==> src/rtl/bcd_to_bin_seq_pkg.sv <==
// -----------------------------------------------------------------------------
// bcd_to_bin_seq_pkg
//   Shared definitions for the sequential BCD-to-binary converter:
//   state encoding, BCD digit constants and the per-digit helpers used by the
//   reverse double-dabble datapath.
// -----------------------------------------------------------------------------
package bcd_to_bin_seq_pkg;

    // State encoding
    localparam logic [1:0] S_IDLE  = 2'd0;
    localparam logic [1:0] S_SHIFT = 2'd1;
    localparam logic [1:0] S_DONE  = 2'd2;

    typedef enum logic [1:0] {
        ST_IDLE  = S_IDLE,
        ST_SHIFT = S_SHIFT,
        ST_DONE  = S_DONE
    } state_t;

    // BCD digit constants
    localparam logic [3:0] BCD_MAX    = 4'd9;
    localparam logic [3:0] ADJ_THRESH = 4'd8;
    localparam logic [3:0] ADJ_SUB    = 4'd3;

    // A packed nibble is not a decimal digit when it exceeds 9.
    function automatic logic digit_invalid(input logic [3:0] d);
        return (d > BCD_MAX);
    endfunction

    // Reverse double-dabble correction: after a right shift a digit that
    // received a carried-in weight of 8 really represents 5, so remove 3.
    function automatic logic [3:0] digit_adjust(input logic [3:0] d);
        logic [3:0] r;
        if (d >= ADJ_THRESH) begin
            r = d - ADJ_SUB;
        end else begin
            r = d;
        end
        return r;
    endfunction

endpackage

==> src/rtl/bcd_to_bin_seq_digit_adj.sv <==
// -----------------------------------------------------------------------------
// bcd_digit_adj
//   Combinational correction of one BCD digit after a right shift:
//   dout = (din >= 8) ? din - 3 : din.
// Ports
//   din   in  4   shifted BCD digit
//   dout  out 4   corrected BCD digit
// -----------------------------------------------------------------------------
module bcd_digit_adj
    import bcd_to_bin_seq_pkg::*;
(
    input  logic [3:0] din,
    output logic [3:0] dout
);

    // Apply the subtract-3 correction to a single digit
    always_comb begin
        dout = digit_adjust(din);
    end

endmodule

==> src/rtl/bcd_to_bin_seq.sv <==
// -----------------------------------------------------------------------------
// bcd_to_bin_seq
//   Sequential BCD-to-binary converter (reverse double-dabble, one bit per
//   clock) with a start/done handshake.
// Parameters
//   DIGITS  number of packed BCD input digits (>=1)
//   BIN_W   binary result width; 2**BIN_W must exceed 10**DIGITS-1
// Ports
//   clk      in   1          rising-edge clock
//   rst_n    in   1          asynchronous active-low reset
//   start    in   1          conversion request, sampled only in IDLE
//   bcd_in   in   4*DIGITS   packed BCD, digit0 = bcd_in[3:0]
//   busy     out  1          conversion in progress
//   done     out  1          one-cycle pulse, bin_out/err valid
//   bin_out  out  BIN_W      binary result, held between conversions
//   err      out  1          a captured digit was > 9 (bin_out forced to 0)
// -----------------------------------------------------------------------------
module bcd_to_bin_seq
    import bcd_to_bin_seq_pkg::*;
#(
    parameter int DIGITS = 2,
    parameter int BIN_W  = 7
) (
    input  logic                  clk,
    input  logic                  rst_n,
    input  logic                  start,
    input  logic [4*DIGITS-1:0]   bcd_in,
    output logic                  busy,
    output logic                  done,
    output logic [BIN_W-1:0]      bin_out,
    output logic                  err
);

    localparam int BCD_W  = 4 * DIGITS;
    localparam int SREG_W = BCD_W + BIN_W;
    localparam int CNT_W  = $clog2(BIN_W + 1);
    localparam logic [CNT_W-1:0] CNT_LAST = CNT_W'(BIN_W - 1);

    state_t              state_r,    state_nxt_s;
    logic [SREG_W-1:0]   sreg_r,     sreg_nxt_s;
    logic [CNT_W-1:0]    cnt_r,      cnt_nxt_s;
    logic                err_pend_r, err_pend_nxt_s;

    logic                busy_r;
    logic                done_r;
    logic                err_r;
    logic [BIN_W-1:0]    bin_out_r;

    logic [SREG_W-1:0]   shifted_s;
    logic [BCD_W-1:0]    adj_field_s;
    logic                invalid_s;

    assign shifted_s = sreg_r >> 1;

    // One corrector per BCD field of the shifted register
    for (genvar g = 0; g < DIGITS; g++) begin : g_adj
        bcd_digit_adj u_adj (
            .din  (shifted_s[BIN_W + 4*g +: 4]),
            .dout (adj_field_s[4*g +: 4])
        );
    end

    // Flag any non-decimal digit on the input bus
    always_comb begin
        invalid_s = 1'b0;
        for (int i = 0; i < DIGITS; i++) begin
            if (digit_invalid(bcd_in[4*i +: 4])) begin
                invalid_s = 1'b1;
            end else begin
                invalid_s = invalid_s;
            end
        end
    end

    // Next-state and datapath update
    always_comb begin
        state_nxt_s    = state_r;
        sreg_nxt_s     = sreg_r;
        cnt_nxt_s      = cnt_r;
        err_pend_nxt_s = err_pend_r;
        case (state_r)
            ST_IDLE: begin
                if (start) begin
                    if (invalid_s) begin
                        // Bad digit: skip the shifting and report at once
                        sreg_nxt_s     = {SREG_W{1'b0}};
                        err_pend_nxt_s = 1'b1;
                        state_nxt_s    = ST_DONE;
                    end else begin
                        sreg_nxt_s     = {bcd_in, {BIN_W{1'b0}}};
                        cnt_nxt_s      = {CNT_W{1'b0}};
                        err_pend_nxt_s = 1'b0;
                        state_nxt_s    = ST_SHIFT;
                    end
                end else begin
                    state_nxt_s = ST_IDLE;
                end
            end
            ST_SHIFT: begin
                sreg_nxt_s = {adj_field_s, shifted_s[BIN_W-1:0]};
                cnt_nxt_s  = cnt_r + CNT_W'(1);
                if (cnt_r == CNT_LAST) begin
                    state_nxt_s = ST_DONE;
                end else begin
                    state_nxt_s = ST_SHIFT;
                end
            end
            ST_DONE: begin
                state_nxt_s = ST_IDLE;
            end
            default: begin
                state_nxt_s = ST_IDLE;
            end
        endcase
    end

    // FSM and datapath registers
    always_ff @(posedge clk or negedge rst_n) begin
        if (!rst_n) begin
            state_r    <= ST_IDLE;
            sreg_r     <= {SREG_W{1'b0}};
            cnt_r      <= {CNT_W{1'b0}};
            err_pend_r <= 1'b0;
        end else begin
            state_r    <= state_nxt_s;
            sreg_r     <= sreg_nxt_s;
            cnt_r      <= cnt_nxt_s;
            err_pend_r <= err_pend_nxt_s;
        end
    end

    // Registered handshake and result outputs; results update only when
    // leaving DONE so they stay stable between conversions
    always_ff @(posedge clk or negedge rst_n) begin
        if (!rst_n) begin
            busy_r    <= 1'b0;
            done_r    <= 1'b0;
            err_r     <= 1'b0;
            bin_out_r <= {BIN_W{1'b0}};
        end else begin
            busy_r <= (state_r == ST_SHIFT);
            done_r <= (state_r == ST_DONE);
            if (state_r == ST_DONE) begin
                err_r <= err_pend_r;
                if (err_pend_r) begin
                    bin_out_r <= {BIN_W{1'b0}};
                end else begin
                    bin_out_r <= sreg_r[BIN_W-1:0];
                end
            end else begin
                err_r     <= err_r;
                bin_out_r <= bin_out_r;
            end
        end
    end

    assign busy    = busy_r;
    assign done    = done_r;
    assign err     = err_r;
    assign bin_out = bin_out_r;

endmodule

==> config.mk <==
export PLATFORM = sky130hd
export DESIGN_NAME = bcd_to_bin_seq
export DESIGN_NICKNAME = d
export VERILOG_FILES = /design/src/rtl/bcd_to_bin_seq_pkg.sv /design/src/rtl/bcd_to_bin_seq_digit_adj.sv /design/src/rtl/bcd_to_bin_seq.sv
export SDC_FILE = /design/constraint.sdc
export NUM_CORES = 1
export LEC_CHECK = 0
export CAP_MARGIN = 20
export CORE_UTILIZATION = 50
export DETAILED_ROUTE_END_ITERATION = 16
export PLACE_DENSITY = 0.74
export SKIP_CTS_REPAIR_TIMING = 1
export SYNTH_ARGS = -nofsm -noshare
export SYNTH_HDL_FRONTEND = slang
export SYNTH_SLANG_ARGS = --single-unit
==> constraint.sdc <==
create_clock -name clk -period 2.1 [get_ports clk]
set_input_delay 0.21 -clock clk [delete_from_list [all_inputs] [get_ports clk]]
set_output_delay 0.21 -clock clk [all_outputs]
set_load 0.005 [all_outputs]
**Congestion heat map**

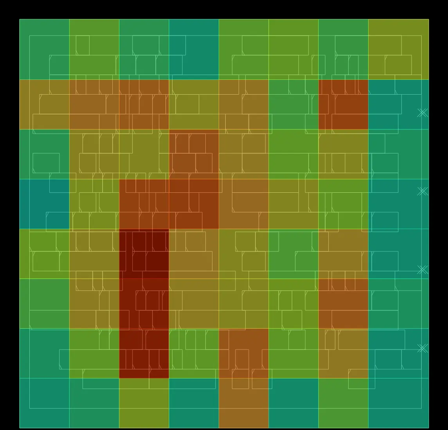
gr busiest metal: met2
met1 Resource Use GR: 22.90%
WL/cell: 13.69 um
GRT met3 Usage: 7.373%
GRT Total Usage: 19.77%

**Routed metal, one colour a layer**

Drawn at 6 px/um.
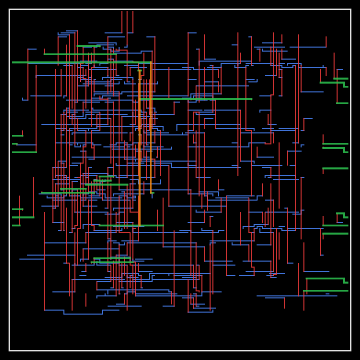
| colour | layer | wire length |
|---|---|---|
| orange | met4 | 47.6 um |
| green | met3 | 166 um |
| red | met2 | 1,320 um |
| blue | met1 | 1,180 um |
via count: 1,129
routed wire length: 2711 um

==> results.cfg <==
; generated from flow reports
[final_timing]
fin_crit_sh_pct = 69.81
fin_skew_ps = 9.136
setup_viol = 0
setup_tns_ps = 0

[synthesis]
synthesis.instances = 143
syn_area_mm2 = 0.001494
ff_type = dfrtp_1
edf_count = 0
ys_cells = 143
ys_seq_share_pct = 51.93
yosysChipArea_mm2 = 0.001494
synth_nets = 158
syn_area_per_cell_um2 = 10.45

[clock_tree]
cts.sinks = 31
cts_buffer_depth = 2
cts_buffers = 5
cts-root-buf = clkbuf_4
cts.clk_slew.worst_paths_ps = 90

[finish]
lay_top_count = dfrtp_1
fin_nets = 181
final_cell_count_no_fill = 198
mostFrequentLayoutCells = dfrtp_1 (31), clkdlybuf4s50_1 (20), nand2_1 (15)
drive_gt1_share_pct = 8.383
final_util_pct = 62.36
antenna_cells = 0

[power]
pwr_density_cell_mw_per_mm2 = 1159
p_leak_nw = 0.7687
p_switching_w = 0.0007315
sw_frac_of_total_pct = 36.07
p_int_w = 0.001296

[run_status]
status = complete, but fails checks
violations = design-rule violations

[placement]
dpl.cell_count = 190
post-dp-hpwl_um = 2031
place.gp.congestion = 0.8663

[routing]
drt-initial-drc-count = 40
post_drt_via_cell_ratio = 5.702
drcViolationCount = 8
dr.pass1.iters = 10

[floorplanning]
initCoreUtil_pct = 53.26

[grt]
grt_pass1_wl_um = 4678
grt_max_degree = 32

[run]
drv_cap = 0
-- synth_stat cells, types with 2 or more instances --
cell type	number	area share (%)
ha_1	4	3.4
inv_1	7	1.8
nand3_1	3	1.0
o21a_1	2	1.0
o32a_1	2	1.3
buf_2	3	1.0
nand4_1	3	1.3
o21ai_1	3	1.0
a21oi_1	4	1.3
nor3b_1	2	1.0
buf_6	3	2.3
o311ai_0	2	1.2
a22oi_1	5	2.5
o21ai_0	14	4.7
nor2_1	5	1.3
nand2b_1	9	3.8
a22o_1	7	4.1
dfrtp_1	31	52
nor2b_1	2	0.84
nand2_1	15	3.8
-- layer usage --
layer  track usage (%)  vias up  share of wire [%]
met5                 0        -                  0
met1             22.90      528                 43
met3             7.373        5                6.1
met2             32.31       40                 49
met4             9.286        0                1.7
li1                  -      556                  -
-- kinds of logic after synthesis --
logic type      count (synthesis)  share of synthesized area, %
flops                          31                         51.93
fa+ha+maj                       4                         3.350
compound gates                 43                         19.51
mux                             2                         1.424
xor+xnor                        1                        0.5864
simple gates                   48                         17.67
buf+inv                        14                         5.528
-- metrics by stage --
stage          instance area [um^2]  hold WS, ps  setup WS, ps  power, W
2_1_floorplan                  1494       -85.59         801.4  0.001511
3_3_place_gp                   1699        459.5         570.7  0.001685
3_5_place_dp                   1699        469.9         523.8  0.001728
4_1_cts                        1749        258.6         642.0  0.002048
5_1_grt                        1749        275.7         535.9  0.002194
6_report                       1749        261.8         633.9  0.002028
-- power by group through the flow --
stage / sequential (W) / clock, W / combinational (W)
finish: 0.000979 / 0.000314 / 0.000736
global placement: 0.000978 / 0 / 0.000708
CTS: 0.000977 / 0.000329 / 0.000742
floorplan: 0.000915 / 0 / 0.000596
detailed placement: 0.000989 / 0 / 0.000739
global route: 0.00101 / 0.000354 / 0.000828
-- worst max-delay path: stages, from the launching register on --
cell and delay (ps):
dfrtp_1 710, nor2b_2 210, buf_4 210, a22o_1 230
-- final cells by class --
class / instances / area [um^2]
clock buffer: 7 / 45.04
sequential: 31 / 775.7
tap: 31 / 38.79
clock inverter: 1 / 5.005
multi-input combinational: 98 / 635.6
fill: 237 / 1056
inverter: 7 / 26.28
timing repair buffer: 23 / 222.7
-- sequential cells by signal, indices dropped and copies added (netlist names) --
register / count
sreg_r: 15
err_pend_r: 1
state_r: 2
busy: 1
done: 1
cnt_r: 3
err: 1
bin_out: 7
-- final timing paths --
check,from,end,slack (ps),cells after the start
min in group clk,bcd_in[4],sreg_r[11],430,3
worst min register to register,bin_out[3],bin_out[3],480,2
max in group asynchronous,rst_n,sreg_r[6],1560,2
worst min-delay path,rst_n,sreg_r[7],260,2
worst max register to register,state_r[1],sreg_r[1],630,3
worst max-delay path,state_r[1],sreg_r[1],630,3
Power figures rest on the tool's default switching activity, not on a simulated workload.
